**config.mk**
```make
export PLATFORM = sky130hd
export DESIGN_NAME = muldiv_unit
export DESIGN_NICKNAME = d
export VERILOG_FILES = /design/src/rtl/muldiv_unit_pkg.sv /design/src/rtl/muldiv_sign_ctl.sv /design/src/rtl/muldiv_unit.sv
export SDC_FILE = /design/constraint.sdc
export NUM_CORES = 1
export LEC_CHECK = 0
export CAP_MARGIN = 25
export CORE_MARGIN = 2
export CORE_UTILIZATION = 55
export DETAILED_ROUTE_END_ITERATION = 10
export PLACE_DENSITY = 0.77
export SYNTH_ARGS = -nofsm -noshare
export SYNTH_HDL_FRONTEND = slang
export SYNTH_SLANG_ARGS = --single-unit
export TNS_END_PERCENT = 1
```
**constraint.sdc**
```tcl
create_clock -name clock -period 4.6 [get_ports clock]
set_input_delay 0.92 -clock clock [delete_from_list [all_inputs] [get_ports clock]]
set_output_delay 0.92 -clock clock [all_outputs]
set_load 0.05 [all_outputs]
```
**src/rtl/muldiv_unit_pkg.sv**
```systemverilog
// ============================================================================
// Module   : muldiv_unit_pkg
// Purpose  : Shared ALU op codes and WIDTH-independent constants.
// Revision : 1.0
// ============================================================================
`default_nettype none

package muldiv_unit_pkg;

  localparam int OP_W = 5;

  // Base integer ALU codes; the M-extension block starts at 16.
  localparam logic [OP_W-1:0] ALU_ADD_OP    = 5'd0;
  localparam logic [OP_W-1:0] ALU_SUB_OP    = 5'd1;
  localparam logic [OP_W-1:0] ALU_MUL_OP    = 5'd16;
  localparam logic [OP_W-1:0] ALU_MULH_OP   = 5'd17;
  localparam logic [OP_W-1:0] ALU_MULHSU_OP = 5'd18;
  localparam logic [OP_W-1:0] ALU_MULHU_OP  = 5'd19;
  localparam logic [OP_W-1:0] ALU_DIV_OP    = 5'd20;
  localparam logic [OP_W-1:0] ALU_DIVU_OP   = 5'd21;
  localparam logic [OP_W-1:0] ALU_REM_OP    = 5'd22;
  localparam logic [OP_W-1:0] ALU_REMU_OP   = 5'd23;

  function automatic logic is_mul_op(input logic [OP_W-1:0] op);
    return op inside {ALU_MUL_OP, ALU_MULH_OP, ALU_MULHSU_OP, ALU_MULHU_OP};
  endfunction

  function automatic logic is_div_op(input logic [OP_W-1:0] op);
    return op inside {ALU_DIV_OP, ALU_DIVU_OP, ALU_REM_OP, ALU_REMU_OP};
  endfunction

endpackage

`default_nettype wire

```
**src/rtl/muldiv_sign_ctl.sv**
```systemverilog
// ============================================================================
// Module   : muldiv_sign_ctl
// Purpose  : Operand magnitudes, result-sign flags and fast-path result.
// Revision : 1.0
// ============================================================================
`default_nettype none

module muldiv_sign_ctl
  import muldiv_unit_pkg::*;
#(
  parameter int WIDTH = 32
) (
  input  logic [OP_W-1:0]  op,
  input  logic [WIDTH-1:0] a,
  input  logic [WIDTH-1:0] b,
  output logic [WIDTH-1:0] a_abs,
  output logic [WIDTH-1:0] b_abs,
  output logic             neg_main,
  output logic             neg_rem,
  output logic             fast_sel,
  output logic [WIDTH-1:0] fast_val
);

  localparam logic [WIDTH-1:0] MIN_NEG = {1'b1, {(WIDTH-1){1'b0}}};

  logic w_a_signed;
  logic w_b_signed;
  logic w_a_neg;
  logic w_b_neg;

  always_comb begin
    w_a_signed = op inside {ALU_MULH_OP, ALU_MULHSU_OP, ALU_DIV_OP, ALU_REM_OP};
    w_b_signed = op inside {ALU_MULH_OP, ALU_DIV_OP, ALU_REM_OP};
    w_a_neg    = w_a_signed & a[WIDTH-1];
    w_b_neg    = w_b_signed & b[WIDTH-1];
    a_abs      = w_a_neg ? -a : a;
    b_abs      = w_b_neg ? -b : b;
    // Shared by product and quotient; remainder follows the dividend.
    neg_main   = w_a_neg ^ w_b_neg;
    neg_rem    = w_a_neg;

    fast_sel = 1'b0;
    fast_val = '0;
    if (!is_mul_op(op) && !is_div_op(op)) begin
      fast_sel = 1'b1;
    end else if (is_div_op(op) && (b == '0)) begin
      fast_sel = 1'b1;
      fast_val = (op inside {ALU_DIV_OP, ALU_DIVU_OP}) ? '1 : a;
    end else if ((op inside {ALU_DIV_OP, ALU_REM_OP}) && (a == MIN_NEG) && (b == '1)) begin
      fast_sel = 1'b1;
      fast_val = (op == ALU_DIV_OP) ? MIN_NEG : '0;
    end
  end

endmodule

`default_nettype wire

```
**src/rtl/muldiv_unit.sv**
```systemverilog
// ============================================================================
// Module   : muldiv_unit
// Purpose  : Iterative RV32M multiply/divide unit with busy/done handshake.
// Revision : 1.0
// ============================================================================
`default_nettype none

module muldiv_unit
  import muldiv_unit_pkg::*;
#(
  parameter int WIDTH = 32
) (
  input  logic             clock,
  input  logic             reset,
  input  logic             start,
  input  logic [WIDTH-1:0] a,
  input  logic [WIDTH-1:0] b,
  input  logic [OP_W-1:0]  op,
  output logic [WIDTH-1:0] result,
  output logic             busy,
  output logic             done
);

  localparam int               CNT_W    = (WIDTH > 1) ? $clog2(WIDTH) : 1;
  localparam logic [CNT_W-1:0] CNT_LAST = CNT_W'(WIDTH - 1);

  typedef enum logic [1:0] {
    S_IDLE = 2'd0,
    S_CALC = 2'd1,
    S_FIX  = 2'd2,
    S_DONE = 2'd3
  } state_t;

  state_t r_state;
  state_t w_state_nxt;
  logic   w_accept;

  logic [WIDTH-1:0] w_a_abs;
  logic [WIDTH-1:0] w_b_abs;
  logic [WIDTH-1:0] w_fast_val;
  logic             w_neg_main;
  logic             w_neg_rem;
  logic             w_fast_sel;

  logic [OP_W-1:0]    r_op;
  logic [WIDTH-1:0]   r_opnd;
  logic               r_neg_main;
  logic               r_neg_rem;
  logic [2*WIDTH-1:0] r_acc;
  logic [CNT_W-1:0]   r_cnt;

  logic [WIDTH:0]     w_mul_sum;
  logic [WIDTH:0]     w_div_part;
  logic [WIDTH:0]     w_div_diff;
  logic [2*WIDTH-1:0] w_acc_nxt;
  logic [2*WIDTH-1:0] w_acc_neg;
  logic [WIDTH-1:0]   w_rem_hi;
  logic [WIDTH-1:0]   w_fix;

  muldiv_sign_ctl #(.WIDTH(WIDTH)) u_sign_ctl (
    .op       (op),
    .a        (a),
    .b        (b),
    .a_abs    (w_a_abs),
    .b_abs    (w_b_abs),
    .neg_main (w_neg_main),
    .neg_rem  (w_neg_rem),
    .fast_sel (w_fast_sel),
    .fast_val (w_fast_val)
  );

  always_ff @(posedge clock or posedge reset) begin
    if (reset) begin
      r_state <= S_IDLE;
    end else begin
      r_state <= w_state_nxt;
    end
  end

  always_comb begin
    w_state_nxt = r_state;
    w_accept    = 1'b0;
    case (r_state)
      S_IDLE: w_accept = start;
      S_CALC: if (r_cnt == CNT_LAST) w_state_nxt = S_FIX;
      S_FIX:  w_state_nxt = S_DONE;
      S_DONE: begin
        w_state_nxt = S_IDLE;
        w_accept    = start;
      end
      default: w_state_nxt = S_IDLE;
    endcase
    if (w_accept) begin
      w_state_nxt = w_fast_sel ? S_DONE : S_CALC;
    end
  end

  // Accumulator: multiply keeps {partial product, multiplier}, divide keeps
  // {remainder, dividend/quotient}; both shift one bit per CALC cycle.
  always_comb begin
    w_mul_sum  = {1'b0, r_acc[2*WIDTH-1:WIDTH]} + (r_acc[0] ? {1'b0, r_opnd} : '0);
    w_div_part = {r_acc[2*WIDTH-1:WIDTH], r_acc[WIDTH-1]};
    w_div_diff = w_div_part - {1'b0, r_opnd};
    if (is_mul_op(r_op)) begin
      w_acc_nxt = {w_mul_sum, r_acc[WIDTH-1:1]};
    end else if (!w_div_diff[WIDTH]) begin
      w_acc_nxt = {w_div_diff[WIDTH-1:0], r_acc[WIDTH-2:0], 1'b1};
    end else begin
      w_acc_nxt = {w_div_part[WIDTH-1:0], r_acc[WIDTH-2:0], 1'b0};
    end
  end

  always_comb begin
    w_acc_neg = r_neg_main ? -r_acc : r_acc;
    w_rem_hi  = r_acc[2*WIDTH-1:WIDTH];
    case (r_op)
      ALU_MUL_OP, ALU_DIV_OP, ALU_DIVU_OP:       w_fix = w_acc_neg[WIDTH-1:0];
      ALU_MULH_OP, ALU_MULHSU_OP, ALU_MULHU_OP:  w_fix = w_acc_neg[2*WIDTH-1:WIDTH];
      ALU_REM_OP, ALU_REMU_OP:                   w_fix = r_neg_rem ? -w_rem_hi : w_rem_hi;
      default:                                   w_fix = '0;
    endcase
  end

  always_ff @(posedge clock or posedge reset) begin
    if (reset) begin
      r_op       <= '0;
      r_opnd     <= '0;
      r_neg_main <= 1'b0;
      r_neg_rem  <= 1'b0;
      r_acc      <= '0;
      r_cnt      <= '0;
      result     <= '0;
      busy       <= 1'b0;
      done       <= 1'b0;
    end else begin
      done <= 1'b0;
      if (w_accept) begin
        r_op       <= op;
        r_neg_main <= w_neg_main;
        r_neg_rem  <= w_neg_rem;
        r_cnt      <= '0;
        r_opnd     <= is_mul_op(op) ? w_a_abs : w_b_abs;
        r_acc      <= {{WIDTH{1'b0}}, (is_mul_op(op) ? w_b_abs : w_a_abs)};
        busy       <= !w_fast_sel;
        if (w_fast_sel) begin
          result <= w_fast_val;
          done   <= 1'b1;
        end
      end else begin
        case (r_state)
          S_CALC: begin
            r_acc <= w_acc_nxt;
            r_cnt <= r_cnt + 1'b1;
          end
          S_FIX: begin
            result <= w_fix;
            done   <= 1'b1;
            busy   <= 1'b0;
          end
          default: ;
        endcase
      end
    end
  end

endmodule

`default_nettype wire

```
I/O pins on the die edge:
Pins as bars across the die edge, other pins in gray.
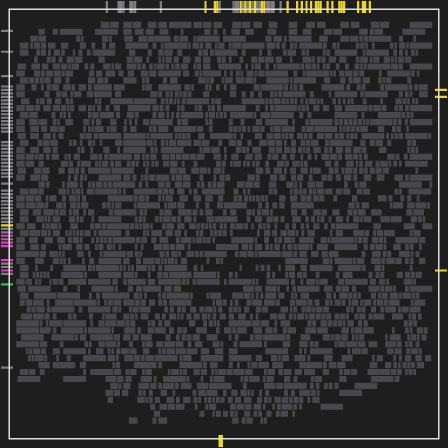
start -> green  # pins 1, direction input, edge left
result -> yellow  # pins 32, direction output, edge 26 top, 3 right, 2 bottom, 1 left
op -> magenta  # pins 5, direction input, edge left
all pins by edge = 53 left, 48 top, 3 right, 2 bottom
height of the die: 168 um
number of input and output port buffers inserted: 105
die boundary width: 168 um

Sizing map:
Scale bar: 50 um.
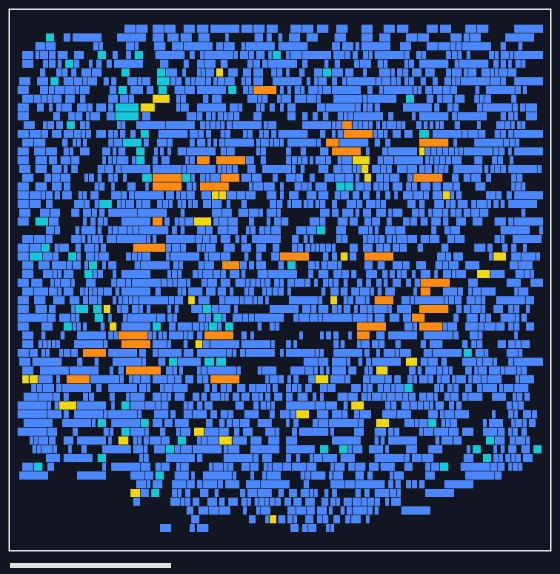
drive 3 to 4 -> cyan  # cells 67, share 3.2%
drive 2 -> yellow  # cells 33, share 1.6%
drive 6 and up -> orange  # cells 33, share 1.6%
drive 1 or less -> blue  # cells 1942, share 94%
Layout Cell Area excl Fill: 16800 sq um
Area Growth Syn to Fin: 14.1%
count of non-CTS buffers in the layout: 165
setup slack after layout: 0.464 ns

Clock wires, drivers and flops:
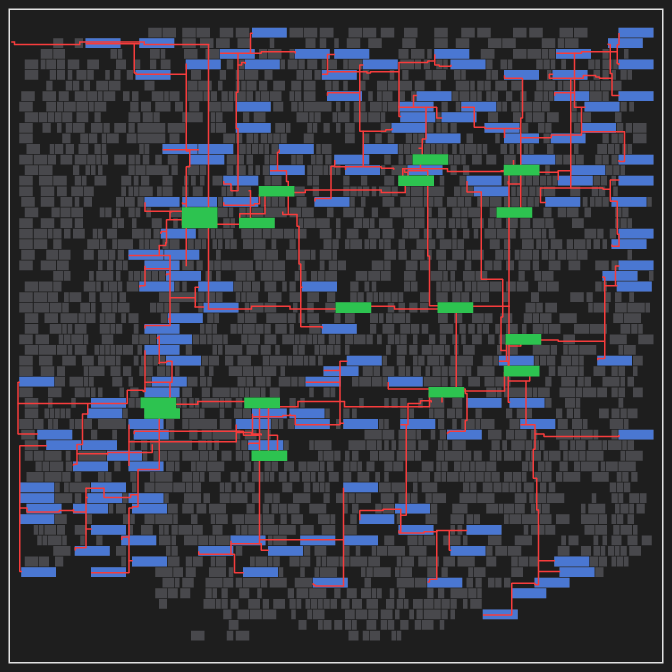
flip-flops -> blue  # count 144
clock wires -> red  # length 2400 um
cells driving clock nets -> green  # count 17
routed clock nets = 18
flops lie = spread over the die

area by class of cell:
class	count	area (sq um)
multi-input cells	1664	10300
fillers	2311	9400
flip-flops and latches	144	3600
repair buffers	165	1580
clock buffers	17	425
well taps	335	419
inverters	70	267
clock inverters	15	174
diodes	5	12.5
cell usage in the layout, fill, tap and decap left out, drive strengths merged, types with 9 or more instances in the layout:
cell	n
nand2	278
o21ai	252
nor2	168
dfrtp	144
a21oi	132
clkdlybuf4s50	105
xor2	103
xnor2	88
ha	75
inv	75
nand3	73
buf	60
o211ai	57
nor3	40
a21o	29
a31oi	27
mux2i	26
o31ai	23
or3	23
o22ai	23
nand4	21
or4	21
nand2b	17
clkbuf	17
o221ai	16
nor2b	15
a22oi	15
or2	13
o41ai	12
nor4	11
a211oi	10
o21a	9
worst paths after layout:
check / start / endpoint / slack (ns) / cells after the start
min in group asynchronous: reset / r_cnt[2] / 0.82 / 2
worst max register to register: r_acc[0] / r_acc[61] / 0.60 / 15
worst min register to register: result[14] / result[14] / 0.48 / 2
max in group asynchronous: reset / r_opnd[28] / 2.99 / 3
worst max-delay path: a[4] / result[6] / 0.46 / 10
worst min-delay path: result[14] / result[14] / 0.48 / 2
logic make-up (layout without fill, tap and decap cells):
kind of cell	Yosys count	after routing	share of synthesized area [%]
flip-flops	144	144	24.5
adder cells (fa/ha/maj)	77	77	6.64
other	0	5	0
AND/OR/NAND/NOR	706	706	22.1
XOR/XNOR	191	191	11.4
AND-OR/OR-AND	659	659	27.7
buffers and inverters	211	267	5.61
multiplexers	31	31	2.15
registers in the layout (all words and copies together) (netlist names), 2 cells and up:
signal / cells
r_op: 5
r_cnt: 5
result: 32
r_acc: 64
r_state: 2
r_opnd: 32
==> ci_impl_report.md <==
## Synthesis and layout report

| Metric | Value |
|---|---|
| Outcome | finished with violations |
| Failing checks | antenna violations |
| Type of element launching the critical path | input pin |
| Unrepaired setup endpoints after global routing | false |
| Chip area from the yosys synthesis statistics | 14700 sq um |
| Switching power | 6.63 mW |
| Power Combinational | a little over 8 mW |
| Length of routed met3 wiring | ~5700 um |
| Crit Path Class | in2reg |
| Setup violation total in the final timing report | 0 |
| GRT Residual Overflow | 0 |
| Required time of the worst setup path | 4.97 ns |
| Remaining antenna violation count after routing | 1 |
| PnR Total Power | between 10 and 15 mW |
| Worst min-delay path class | reg2reg |
| Chip area | about 28000 sq um |
| Final-report max-slew violation count | 0 |
| Met3 demand-to-capacity share in global routing | 10.5% |
| Number of global-route vias before repair | 14.7k |
| Maximum number of pins on one net before global-route repair | about 86 |
| Routed metal-1 wire length | 21500 um |
Power is estimated from default activity; no workload was simulated.
